==> run_1/met2.png <==
The bar under the picture is 50 um long.
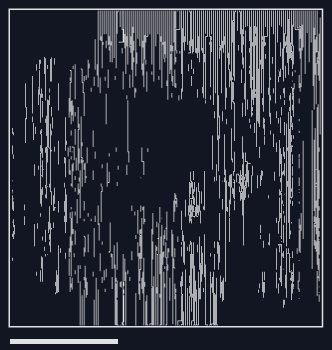
==> run_1/cell_classes.png <==
The bar under the picture is 50 um long. Fill, decap, tap and diode cells in grey.
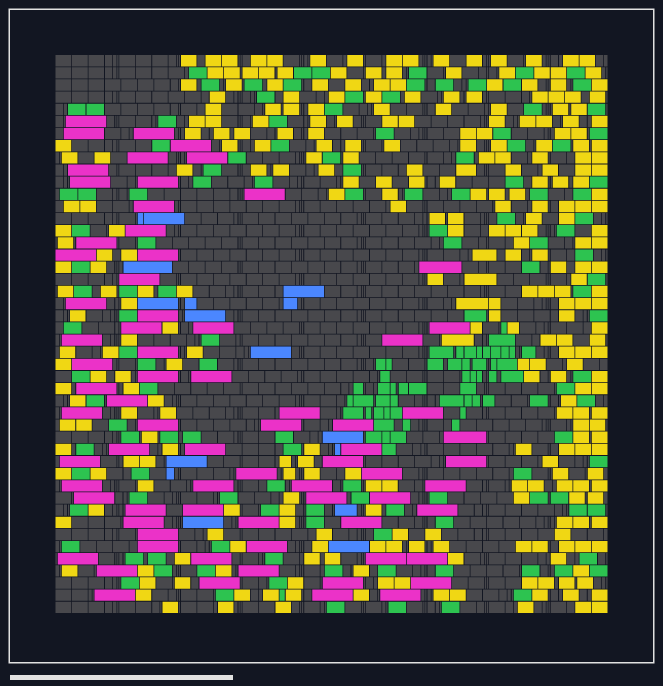
==> run_1/pdn.png <==
Pins as bars on the die edge. Tap cells in grey.
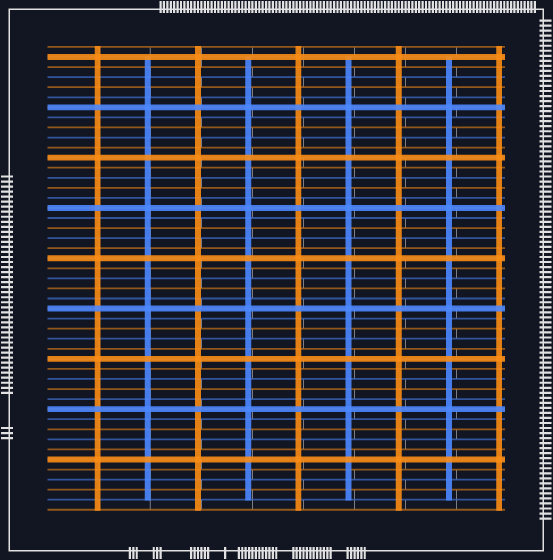
$ cat src/rtl/mem_port_arbiter.sv
// mem_port_arbiter: round-robin two-master memory port arbiter with bounded bursts; ports m0_*/m1_* master req/gnt/read return, mem_* shared memory port, owner = current bus owner
module mem_port_arbiter #(
  parameter int DATA = 32,
  parameter int ADDR = 32,
  parameter int MAX_BURST = 8
) (
  input  logic            clk,
  input  logic            rst,
  input  logic            m0_req,
  input  logic            m0_we,
  input  logic [ADDR-1:0] m0_addr,
  input  logic [DATA-1:0] m0_wdata,
  output logic            m0_gnt,
  output logic            m0_rvalid,
  output logic [DATA-1:0] m0_rdata,
  input  logic            m1_req,
  input  logic            m1_we,
  input  logic [ADDR-1:0] m1_addr,
  input  logic [DATA-1:0] m1_wdata,
  output logic            m1_gnt,
  output logic            m1_rvalid,
  output logic [DATA-1:0] m1_rdata,
  output logic            mem_we,
  output logic [ADDR-1:0] mem_addr,
  output logic [DATA-1:0] mem_wd,
  input  logic [DATA-1:0] mem_rd,
  output logic [1:0]      owner
);
  localparam int CW = $clog2(MAX_BURST + 1);
  typedef enum logic [1:0] {IDLE = 2'b00, OWN0 = 2'b01, OWN1 = 2'b10} state_t;
  state_t state;
  logic last_owner;
  logic [CW-1:0] beat_cnt, cnt_inc;
  logic own_req, oth_req, leave;
  always_comb begin
    own_req = state == OWN1 ? m1_req : m0_req;
    oth_req = state == OWN1 ? m0_req : m1_req;
    cnt_inc = beat_cnt == CW'(MAX_BURST) ? beat_cnt : beat_cnt + CW'(1);
    leave = !own_req || (oth_req && cnt_inc == CW'(MAX_BURST));
    m0_gnt = state == OWN0 && m0_req;
    m1_gnt = state == OWN1 && m1_req;
    mem_we = (m0_gnt && m0_we) || (m1_gnt && m1_we);
    mem_addr = state == OWN1 ? m1_addr : m0_addr;
    mem_wd = state == OWN1 ? m1_wdata : m0_wdata;
    owner = state;
  end
  always_ff @(posedge clk or posedge rst)
    if (rst) begin
      state <= IDLE;
      last_owner <= 1'b1;
      beat_cnt <= '0;
      m0_rvalid <= 1'b0;
      m1_rvalid <= 1'b0;
      m0_rdata <= '0;
      m1_rdata <= '0;
    end else begin
      m0_rvalid <= m0_gnt && !m0_we;
      m1_rvalid <= m1_gnt && !m1_we;
      if (m0_gnt && !m0_we) m0_rdata <= mem_rd;
      if (m1_gnt && !m1_we) m1_rdata <= mem_rd;
      if (state == IDLE) begin
        beat_cnt <= '0;
        if (m0_req && (!m1_req || last_owner)) state <= OWN0;
        else if (m1_req) state <= OWN1;
      end else if (leave) begin
        beat_cnt <= '0;
        last_owner <= state == OWN1;
        state <= !oth_req ? IDLE : state == OWN0 ? OWN1 : OWN0;
      end else beat_cnt <= cnt_inc;
    end
endmodule

$ cat config.mk
export PLATFORM = sky130hd
export DESIGN_NAME = mem_port_arbiter
export DESIGN_NICKNAME = d
export VERILOG_FILES = /design/src/rtl/mem_port_arbiter.sv
export SDC_FILE = /design/constraint.sdc
export NUM_CORES = 1
export LEC_CHECK = 0
export ABC_CLOCK_PERIOD_IN_PS = 3090
export CORE_AREA = 10 10 134 136
export CTS_CLUSTER_DIAMETER = 80
export CTS_CLUSTER_SIZE = 25
export DETAILED_ROUTE_END_ITERATION = 8
export DIE_AREA = 0 0 144 146
export PLACE_DENSITY_LB_ADDON = 0.15
export SETUP_SLACK_MARGIN = 0.2
export SKIP_CTS_REPAIR_TIMING = 1
export SLEW_MARGIN = 20
export SYNTH_ARGS = -nofsm -noshare
export SYNTH_HDL_FRONTEND = slang
export SYNTH_SLANG_ARGS = --single-unit
$ cat constraint.sdc
create_clock -name clk -period 3.09 [get_ports clk]
set_clock_uncertainty 0.2 [all_clocks]
set_input_delay 0.4635 -clock clk [delete_from_list [all_inputs] [get_ports clk]]
set_output_delay 0.4635 -clock clk [all_outputs]
set_load 0.02 [all_outputs]
==> ci_impl_report.md, run 1 <==
### Flow metrics

| Metric | Value |
|---|---|
| FMAX | `0.362 GHz` |
| Met3 usage | `under 10%` |
| Endpoints failing setup | `0` |
| Leakage | `0.00292 uW` |
| Top cell excl fill/tap | `clkdlybuf4s50_1` |
| Seq share, synth | `48.9%` |
| Slew HR | `between 50% and 60%` |
| Yosys cell types | `34` |
| FF+latch area | `1830 sq um` |
| Vias in the first global route | `approximately 3600` |
| Slowest stage delay, CP | `roughly 0.57 ns` |
| Post-Synth AOI/OAI Area | `between 2 and 3%` |
| CTS tree | `built` |
| Layout clock area frac | `4.06%` |
| Hold Path Class | `primary input to async pin` |
| Highest metal used | `met4` |
| Total grt overflow | `0` |
| Tool warnings | `27` |
| Comb gates | `175` |
| Crit-path slowest cell | `clkdlybuf4s50_1` |
| Mapped Cells | `around 270` |
| Final instance area | `7340 sq um` |
| Unrepaired setup endpoints after global routing | `no` |
| Buffering overhead | `42.7%` |
| Sequential power share | `between 20% and 30%` |
| Synthesized area per cell | `13.7 sq um` |
| Via/cell ratio | `4.41` |
| Max-slew violations | `0` |
| Ant. Diodes | `0` |
| Switching share of power | `36.1%` |
| Syn. warnings | `0` |
| Core Area | `around 15000 sq um` |
| Ratio of cells with drive above 1 in the final layout | `between 20 and 30%` |
| Tapcells | `about 190` |
| Syn_nets | `between 400 and 500` |
| Fillers | `1387` |
| Metal2 WL | `~8400 um` |
| Basic Gates by Area | `about 4.1%` |
| Worst Slack Setup Final | `0.326 ns` |
| Insertion Delay late pin | `between 0.3 and 0.4 ns` |
| DRT Wirelength | `~16000 um` |
| Status | `completed` |
-- met2.png (at the start) --
wire length on this layer: 8370 um
longest straight run: 76.3 um
main direction: vertical
GR met2 Demand/Resource: 26.5%
via count: 3411

-- cell_classes.png (at the start) --
| colour | class | cells |
|---|---|---|
| yellow | other buffers and delay cells | 311 |
| green | all other logic | 182 |
| blue | clock drivers and dummy loads | 16 |
| magenta | flops | 73 |

-- pdn.png (at the start) --
| colour | net |
|---|---|
| orange | VSS |
| blue | VDD |
rows: 46
met5 straps: 9
met4 straps: 9

-- run 1: sequential cells by signal, summed over array words and instances (netlist names) --
register,count
m1_rdata,32
last_owner,1
m0_rdata,32
m1_rvalid,1
owner,2
m0_rvalid,1
beat_cnt,4
-- run 1: power by group through the flow --
stage / logic [uW] / registers [uW] / clock network, uW
4_1_cts: 3510 / 1660 / 1080
2_1_floorplan: 1200 / 2190 / 0
3_5_place_dp: 3490 / 1670 / 0
3_3_place_gp: 3470 / 1650 / 0
6_report: 3480 / 1640 / 1040
5_1_grt: 3690 / 1710 / 1120
-- run 1: worst paths after layout --
check	startpoint	cells after the start	to	slack [ns]
max in group asynchronous	rst	3	owner[1]	1.72
max	owner[0]	4	mem_addr[4]	0.33
max reg2reg	beat_cnt[0]	6	owner[1]	0.93
min in group clk	m0_rdata[22]	1	m0_rdata[22]	0.30
min reg2reg	m0_rdata[22]	1	m0_rdata[22]	0.30
min	rst	2	m1_rdata[5]	0.19
-- run 1: cells in the mapped netlist (all sizes together) --
master / number / area share [%]
buf: 16 / 2.4
dfstp: 1 / 0.70
nor2b: 5 / 0.84
nor4b: 1 / 0.23
and4bb: 1 / 0.33
o32ai: 1 / 0.23
nor4: 1 / 0.17
clkbuf: 1 / 0.10
mux2i: 3 / 0.80
a2bb2oi: 1 / 0.23
a22o: 1 / 0.23
a21o: 2 / 0.40
nor3: 3 / 0.54
nand2: 4 / 0.40
ha: 2 / 0.67
nand3b: 1 / 0.20
nor3b: 1 / 0.33
and4b: 1 / 0.27
and2: 1 / 0.17
mux2: 130 / 39
a21oi: 5 / 0.67
dfrtp: 72 / 48
inv: 7 / 0.70
o22ai: 1 / 0.17
nand3: 1 / 0.13
or4: 1 / 0.30
o21ai: 4 / 0.54
xor2: 1 / 0.23
a211oi: 1 / 0.20
nor2: 2 / 0.20
## Run 2: what changed since run 1
CORE_AREA = 10 10 118 120   (was 10 10 134 136)
DIE_AREA = 0 0 128 130   (was 0 0 144 146)
==> ci_impl_report.md, run 2 <==
### Flow metrics

| Metric | Value |
|---|---|
| Setup slack, reg-to-reg | `0.94 ns (was 0.93 ns)` |
| Via/cell ratio | `4.65 (was 4.41)` |
| Worst Slack Setup Final | `0.324 ns (was 0.326 ns)` |
| Dominant cell area share | `48.2% (unchanged)` |
| Ant. Diodes | `0 (unchanged)` |
| Max-slew violations | `0 (unchanged)` |
| Final instance area | `7280 sq um (was 7340 sq um)` |
| Hold path start | `m0_rdata[21]` |
| Top cell excl fill/tap | `clkdlybuf4s50_1 (unchanged)` |
| EDFF count, synth | `0 (unchanged)` |
| Syn. warnings | `0 (unchanged)` |
| Leakage | `0.00291 uW (was 0.00292 uW)` |
| Drt first pass iters | `4 (unchanged)` |
| Pin count of the biggest net entering global routing | `46 (was 42)` |
| Worst reg2reg startpoint | `beat_cnt[0] (unchanged)` |
| Syn_nets | `440 (unchanged)` |
| Final min period | `2.77 ns (was 2.76 ns)` |
| Synth area leader | `dfrtp_1 (unchanged)` |
| Bufs and invs on worst path | `2 (unchanged)` |
| Dominant flop cell | `dfrtp_1 (unchanged)` |
| Most instantiated library cell after synthesis | `mux2_2 (unchanged)` |
| Synth top cells by count | `mux2_2 (128), dfrtp_1 (72), buf_2 (12) (unchanged)` |
| Vias in the first global route | `3675 (was 3623)` |
| Number of cells on the worst hold path | `1` |
| Seq share, synth | `48.9% (unchanged)` |
| Total grt overflow | `0 (unchanged)` |
| Tool warnings | `27 (unchanged)` |
| Status | `completed (unchanged)` |
| DRT Wirelength | `16200 um (was 16100 um)` |
| Via count | `3391 (was 3411)` |
| Unrepaired setup endpoints after global routing | `no (unchanged)` |
| Crit. Startpoint | `owner[0] (unchanged)` |
| Top cells by area | `dfrtp_1 (48%), mux2_2 (39%), buf_2 (1.6%) (unchanged)` |
| Crit-path slowest cell | `clkdlybuf4s50_1 (unchanged)` |
| Ratio of cells with drive above 1 in the final layout | `28.2% (unchanged)` |
| Hold Path Class | `flop to flop (was primary input to async pin)` |
| Yosys cell types | `34 (unchanged)` |
| Synth async-reset ratio | `100% (unchanged)` |
| Core Area | `11700 sq um (was 15500 sq um)` |
| Synthesized area per cell | `13.7 sq um (unchanged)` |
| Endpoints failing setup | `0 (unchanged)` |
| Mapped Cells | `272 (unchanged)` |
| Slowest stage delay, CP | `0.55 ns (was 0.57 ns)` |
| Biggest regs | `m0_rdata (32), m1_rdata (32), beat_cnt (4) (unchanged)` |
==> run 2: worst max-delay path by stage <==
| stage | cells past startpoint | end | slack, ns |
|---|---|---|---|
| floorplan | 1 | beat_cnt[0] | 0.57 |
| global placement | 5 | mem_we | 0.34 |
| detailed placement | 5 | mem_we | 0.32 |
| CTS | 4 | mem_wd[29] | 0.24 |
| global route | 5 | mem_we | 0.23 |
| finish | 4 | mem_addr[1] | 0.32 |
==> run 2: final cells by class <==
type	instances	area, sq um
flip-flops and latches	73	1830
clock inverters	5	62.6
fillers	970	4430
well taps	147	184
inverters	7	26.3
multi-input cells	175	1810
clock buffers	11	243
repair buffers	311	3130
==> run 2: where the power goes <==
| group | internal, uW | total (uW) | switching [uW] |
|---|---|---|---|
| Sequential | 1410 | 1650 | 240 |
| Combinational | 1880 | 3490 | 1610 |
| Clock | 651 | 1040 | 392 |
==> run 2: metrics by stage <==
step,instances,hold WS [ns],util (%)
4_1_cts,729,0.307,62.1
3_3_place_gp,713,0.290,59.5
2_1_floorplan,272,0.397,-
3_5_place_dp,713,0.295,59.5
6_report,729,0.306,62.2
5_1_grt,729,0.316,62.2
==> run 2: cell families after synthesis <==
| logic type | count (synthesis) | synth area share [%] |
|---|---|---|
| AND-OR/OR-AND | 16 | 2.68 |
| XOR/XNOR | 1 | 0.234 |
| adder cells (fa/ha/maj) | 2 | 0.669 |
| buffers and inverters | 24 | 3.21 |
| flip-flops | 73 | 48.9 |
| multiplexers | 133 | 40.2 |
| AND/OR/NAND/NOR | 23 | 4.12 |
==> run 2: per-layer routing <==
metal	up-vias	global-route usage, %	wire length (um)
met5	-	0	0
met4	0	3.38	129
li1	1595	-	-
met1	1636	18.9	5910
met2	151	33.5	8570
met3	9	7.63	1600
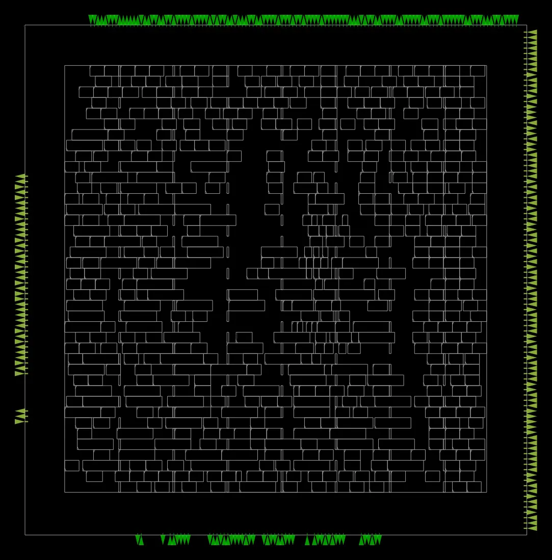
(run_2/final_placement.png)
fillers: 970
Site Rows: 40
final core utilization: 62.2%
Seq Cell Count: 73

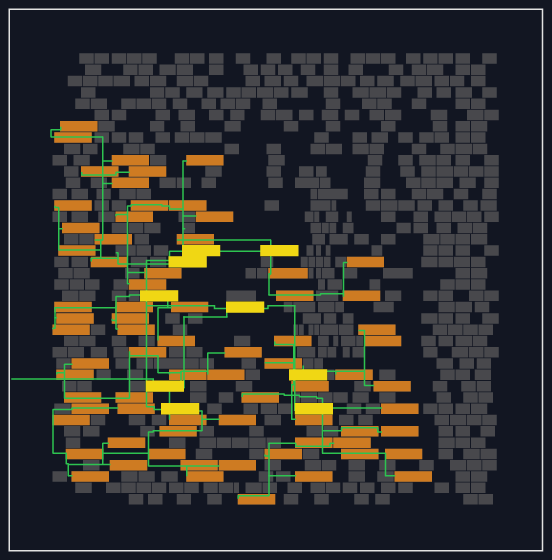
(run_2/clock_map.png)
[orange] flip-flops | count: 73
[yellow] cells driving clock nets | count: 9
[green] clock wires | length: 920 um
routed clock nets: 10
Clock Power: 1040 uW
Clk pwr share: 16.9%
Insertion Delay late pin: 0.32 ns

## Run 3: what changed since run 2
CTS_CLUSTER_SIZE = 24   (was 25)
GPL_TIMING_DRIVEN = 0   (was unset)
REMOVE_ABC_BUFFERS = 1   (was unset)
==> ci_impl_report.md, run 3 <==
### Flow metrics

| Metric | Value |
|---|---|
| Setup slack, reg-to-reg | `0.52 ns (was 0.94 ns)` |
| DRT Wirelength | `17300 um (was 16200 um)` |
| Dominant cell area share | `48.2% (unchanged)` |
| GR met2 Demand/Resource | `33.8% (was 33.5%)` |
| GRT Max-Usage Layer | `met2 (unchanged)` |
| EDFF count, synth | `0 (unchanged)` |
| Endpoints failing setup | `0 (unchanged)` |
| Via count | `3418 (was 3391)` |
| Seq share, synth | `48.9% (unchanged)` |
| Status | `completed (unchanged)` |
| Synth async-reset ratio | `100% (unchanged)` |
| CTS tree | `built (unchanged)` |
| Highest metal used | `met5 (was met4)` |
| Most instantiated library cell after synthesis | `mux2_2 (unchanged)` |
| Tapcells | `147 (unchanged)` |
| Non-clk bufs | `313 (was 311)` |
| Pin count of the biggest net entering global routing | `42 (was 46)` |
| Buffering overhead | `43.9% (was 42.9%)` |
| Final min period | `2.86 ns (was 2.77 ns)` |
| Comb gate area | `1830 sq um (was 1810 sq um)` |
| Register-to-Register Path Depth | `6 (unchanged)` |
| Comb gates | `176 (was 175)` |
| Tool warnings | `27 (unchanged)` |
| Leakage | `0.00345 uW (was 0.00291 uW)` |
| Clock buffer count | `10 (was 11)` |
| Syn. warnings | `0 (unchanged)` |
| Dominant flop cell | `dfrtp_1 (unchanged)` |
| Max-slew violations | `0 (unchanged)` |
| FF+latch area | `1830 sq um (about the same)` |
| Seq area share | `24.3% (was 25.1%)` |
| Nonclk inv count | `7 (unchanged)` |
| Insertion Delay late pin | `0.33 ns (was 0.32 ns)` |
| Metal2 WL | `8900 um (was 8570 um)` |
| Mapped Cells | `272 (unchanged)` |
| Total grt overflow | `0 (unchanged)` |
| Synth area leader | `dfrtp_1 (unchanged)` |
| Slew HR | `58.1% (was 56.8%)` |
| Biggest regs | `m0_rdata (32), m1_rdata (32), beat_cnt (4) (unchanged)` |
| Drt first pass iters | `4 (unchanged)` |
| Synth top cells by count | `mux2_2 (128), dfrtp_1 (72), buf_2 (12) (unchanged)` |
| Site Rows | `40 (unchanged)` |
| Vias in the first global route | `3651 (was 3675)` |
| RR Endpoint | `m0_rdata[19] (was owner[1])` |
| Crit. Startpoint | `owner[0] (unchanged)` |
==> run 3: cell types whose count changed in the layout (fill, tap and decap cells not counted), sizes merged <==
cell / change
buf: +2
bufinv: +2
clkbuf: -1
clkdlybuf4s50: -52
clkinv: +1
clkinvlp: -1
dlymetal6s2s: +52
inv: -1
nor2b: +1
==> run 3: how the worst min path moves through the flow <==
stage               slack, ns          from  depth (start not counted)      endpoint
CTS                      0.31           rst                          2   m0_rdata[2]
finish                   0.29           rst                          2   m0_rdata[2]
floorplan                0.40   beat_cnt[3]                          2   beat_cnt[3]
global placement         0.29   m1_rdata[7]                          1   m1_rdata[7]
detailed placement       0.29  m0_rdata[27]                          1  m0_rdata[27]
global route             0.32  m0_rdata[24]                          1  m0_rdata[24]
==> run 3: cells by family after synthesis <==
logic type	count (synthesis)	synth area share, %
compound gates	16	2.68
xor+xnor	1	0.234
fa+ha+maj	2	0.669
buf+inv	24	3.21
flops	73	48.9
mux	133	40.2
simple gates	23	4.12
==> run 3: where the power goes <==
group,internal (uW),switching (uW)
logic,1900,1630
clock network,813,393
registers,1410,267
total,4130,2290
==> run 3: critical path: stages (launching register included) <==
cell             delay [ns]
dfrtp_2                0.52
nor2b_4                0.23
buf_4                  0.21
mux2_2                 0.34
clkdlybuf4s50_1        0.56
==> run 3: stage by stage <==
step / hold WS [ns] / setup TNS [ns] / std cells / area (sq um) / setup slack, ns
after global routing: 0.324 / 0 / 732 / 7540 / 0.172
after detailed placement: 0.295 / -2.55 / 708 / 6980 / -0.190
after global placement: 0.289 / -366.65 / 702 / 6830 / -3.58
after floorplan: 0.397 / -132.10 / 255 / 3640 / -2.02
after CTS: 0.307 / -20.59 / 724 / 7330 / -0.568
final: 0.291 / 0 / 732 / 7540 / 0.233
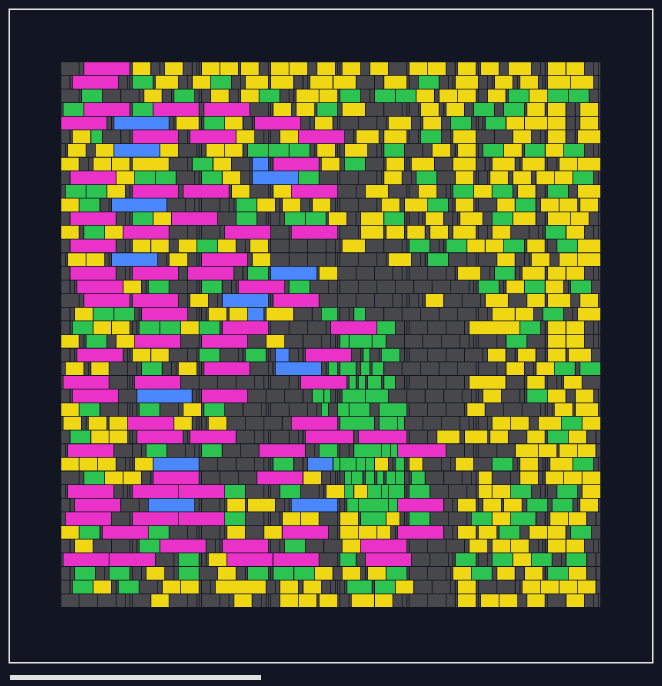
(run_3/cell_classes.png)
The bar under the picture is 50 um long. Fill, decap, tap and diode cells in grey.
| colour | class | cells |
|---|---|---|
| green | all other logic | 183 |
| blue | clock drivers and dummy loads | 16 |
| magenta | flops | 73 |
| yellow | other buffers and delay cells | 313 |
final core utilization: 64.4%
Core Area: 11700 sq um
final instance area: 7540 sq um

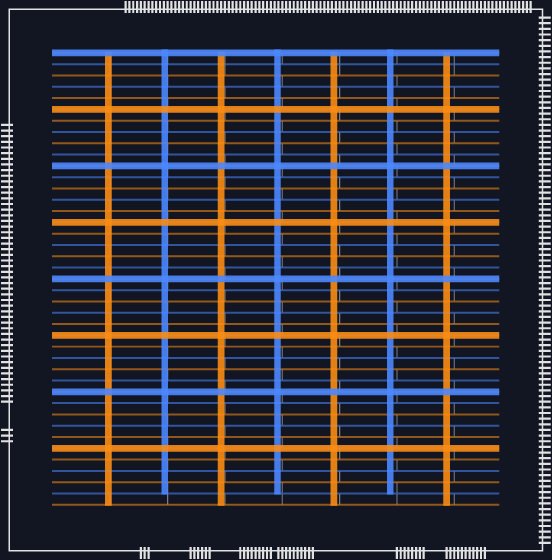
(run_3/pdn.png)
Pins as bars on the die edge. Tap cells in grey.
Die Wd: 128 um
chip height: 130 um

Power and IR drop assume default switching activity.
